==> config.mk <==
export PLATFORM = sky130hd
export DESIGN_NAME = xcore_if_bim_sat
export DESIGN_NICKNAME = d
export VERILOG_FILES = /design/src/rtl/xcore_if_bim_sat.sv
export SDC_FILE = /design/constraint.sdc
export NUM_CORES = 2
export LEC_CHECK = 0
export CAP_MARGIN = 5
export CORE_MARGIN = 5
export CORE_UTILIZATION = 30
export DETAILED_ROUTE_END_ITERATION = 8
export SYNTH_ARGS = -nofsm -noshare
export SYNTH_HDL_FRONTEND = slang
export SYNTH_SLANG_ARGS = --single-unit
==> constraint.sdc <==
create_clock -name i_sys_clk -period 33.7 [get_ports i_sys_clk]
set_clock_uncertainty 0.05 [all_clocks]
set_input_delay 8.425 -clock i_sys_clk [delete_from_list [all_inputs] [get_ports i_sys_clk]]
set_output_delay 8.425 -clock i_sys_clk [all_outputs]
set_load 0.01 [all_outputs]
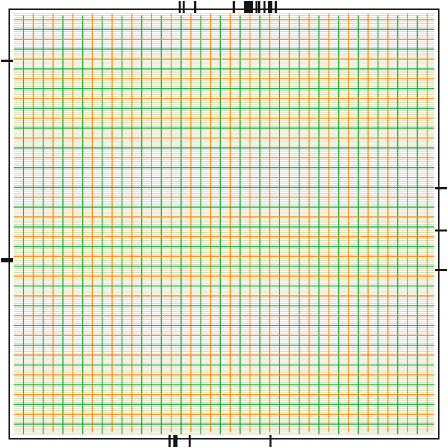
(images/pdn.png)
Pins as bars on the die edge.
color	net
green	VSS
orange	VDD
met1 rails	214
signal pins	31
met5 straps	42
rows	213
met4 straps	42
Core ar.: 0.3358 mm2
Die X: 589.8 um
Peak VDD IR: 0.04447 mV
DIE HEIGHT: 589.8 um

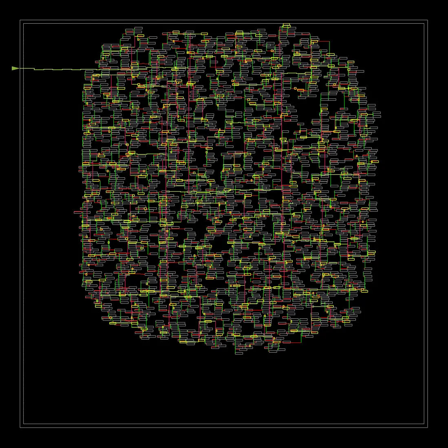
(images/final_clocks.png)
total CTS buffers: 214
Clock Sink Count: 2,062
clkbuf count: 254

==> impl_metrics.ini <==
; synthesis and place-and-route metrics
[synthesis]
ys_warn_count = 0
yosysUniqueCellTypes = 78
synth_area_mm2 = 0.1009
synthXorXnorAreaFrac_pct = 0.05210
ys_sh_adder_pct = 0.01240
ys_chip_area_mm2 = 0.1009
ys.flops = 2062
yosysCellCount = 5671
syn_nets = 5698
yosysTopAreaCell = edfxtp_1
topCellsByArea = edfxtp_1, mux4_2, nor2_1
synthAoiAreaFrac_pct = 2.172
netlist_instances = 5671
synth_area_per_cell_um2 = 17.79
ys_sh_mux_pct = 27.97
flop_cell = edfxtp_1

[job]
warnings = 59
maxCapViolCount = 0

[route]
vias_per_cell = 5.946
routedLengthMet1_mm = 123.1
drt_pass1_iterations = 5
dr_wl_met2_mm = 155.9
vias = 60190
wl_met3_mm = 38.40
drtIter0Drc = 8800
routed_wl_mm = 334.1
top_layer = met5
ant_nets = 0
wire_per_inst_um = 33.01

[floorplanning]
ioPinCount = 31
rows = 213
n_tap_cell = 4407
fp_util_pct = 30.04

[layout]
sh_seq_area_pct = 54.88
comb_area_mm2 = 0.03655
flop-count = 2062
clk_share_pct = 6.403
drive_above_1_share_pct = 29.93
comb_share_pct = 32.43
largest_reg_flops = 2048
num-fill-cells = 31760
final_nets = 5548
area_delta_synth_final_pct = 11.73
largest_cell_class = registers
signal_buffer_area_fraction_pct = 1.320
num_antenna_cells = 8
num-nonclk-buffers = 172

[sta]
fmax_mhz = 57.57
rsz0062_at_grt = false
hold_viol_final = 0
period_needed_ns = 17.37
tightest_slew_ns = 1.469
setup_tns_ns = 0
holdWs_ns = 0.5260
setup_violations = 0
min_period_over_period_pct = 51.55

[power]
pwr-share-comb_pct = 7.5
sequentialPower_uw = 2780
pwr-share-seq_pct = 49.1
p_int_uw = 4369
p_sw_share_pct = 22.77
p_comb_uw = 427
pwr-share-clk_pct = 43.4
switchingPower_uw = 1289
p_clk_uw = 2450
post-layout-total-power_uw = 5658
power_leader = registers

[min_path]
hp-class = reg -> reg
min_delay_path_depth = 2

[worst_setup_path]
rrSetupSlack_ns = 26.19
cp.required_ns = 34.15
worstPathMaxFanout = 114
startpoint_type = input port
crit_slowest_cell = buf_4
path_class = in -> reg
path_cells = buf_8 -> buf_4 -> buf_4 -> buf_4 -> mux4_2 -> mux2_2 -> o22ai_1 -> a2111oi_0 -> o41ai_1 -> a221o_1 -> o311a_1 -> o21ai_0 -> a21oi_4 -> buf_4 -> buf_4 -> buf_4 -> buf_4
crit_top_cell = buf_4
arrival_ns = 17.82

[run_status]
status = finished, final reports clean

[clock_network]
clock_latency_ns = 0.89
clk_pin_slew_ns = 0.07
cts_buffer_depth = 3
cts_tree = built
cts_setup_buffers = 0
cts-resized-gates = 0
h-tree-depth = 4

[global_routing]
globalRouteOverflowTotal = 0
gr-usage-met3_pct = 4.865
grt_pass1_vias = 60730
track_usage_pct = 18.74
grt.busiest_layer = met2
grt.met1_usage_pct = 24.64
use_met2_pct = 29.44
antenna_found_initial = 21
grt_pass1_wl_mm = 469.0

[placement]
port_buffers = 30
dp_hpwl_mm = 195.2
dp_cells = 9712
[Yosys cell counts (12+ instances only)]
| cell type | instances |
|---|---|
| edfxtp_1 | 2048 |
| mux4_2 | 1145 |
| nor2_1 | 1085 |
| clkbuf_1 | 317 |
| nand2_1 | 178 |
| mux2i_1 | 101 |
| buf_2 | 97 |
| a21oi_1 | 54 |
| a22oi_1 | 50 |
| mux4_1 | 39 |
| buf_1 | 37 |
| buf_6 | 36 |
| nand3_1 | 35 |
| o22ai_1 | 35 |
| nor3_1 | 34 |
| buf_4 | 28 |
| mux2_2 | 28 |
| o21ai_0 | 21 |
| nor2b_1 | 20 |
| a211oi_1 | 16 |
| nand4_1 | 16 |
| inv_1 | 15 |
| dfrtp_1 | 14 |
| o221ai_1 | 14 |
| a221oi_1 | 12 |
| a22o_1 | 12 |
[through the flow]
step	instance area [um2]	worst slack, ns	util (%)
6_report	112700	16.33	33.56
2_1_floorplan	100900	3.632	-
3_3_place_gp	105500	15.83	31.41
5_1_grt	112700	16.03	33.56
3_5_place_dp	105500	15.63	31.41
4_1_cts	112700	16.53	33.56
[critical path: cells and delay by family]
kind | cells | cell delay (ns)
buffers and inverters | 8 | 6.19
AOI/OAI and AO/OA | 7 | 1.98
muxes | 2 | 0.66
[placed cells by master, fill, tap and decap left out, types with 37 or more instances in the layout]
| master | instances |
|---|---|
| a21oi_1 | 53 |
| a22oi_1 | 50 |
| buf_4 | 137 |
| clkbuf_1 | 37 |
| clkbuf_16 | 216 |
| clkinv_1 | 49 |
| clkinv_2 | 39 |
| edfxtp_1 | 2048 |
| mux2i_1 | 101 |
| mux4_1 | 39 |
| mux4_2 | 1145 |
| nand2_1 | 158 |
| nor2_1 | 1083 |
Power and IR drop assume default switching activity.
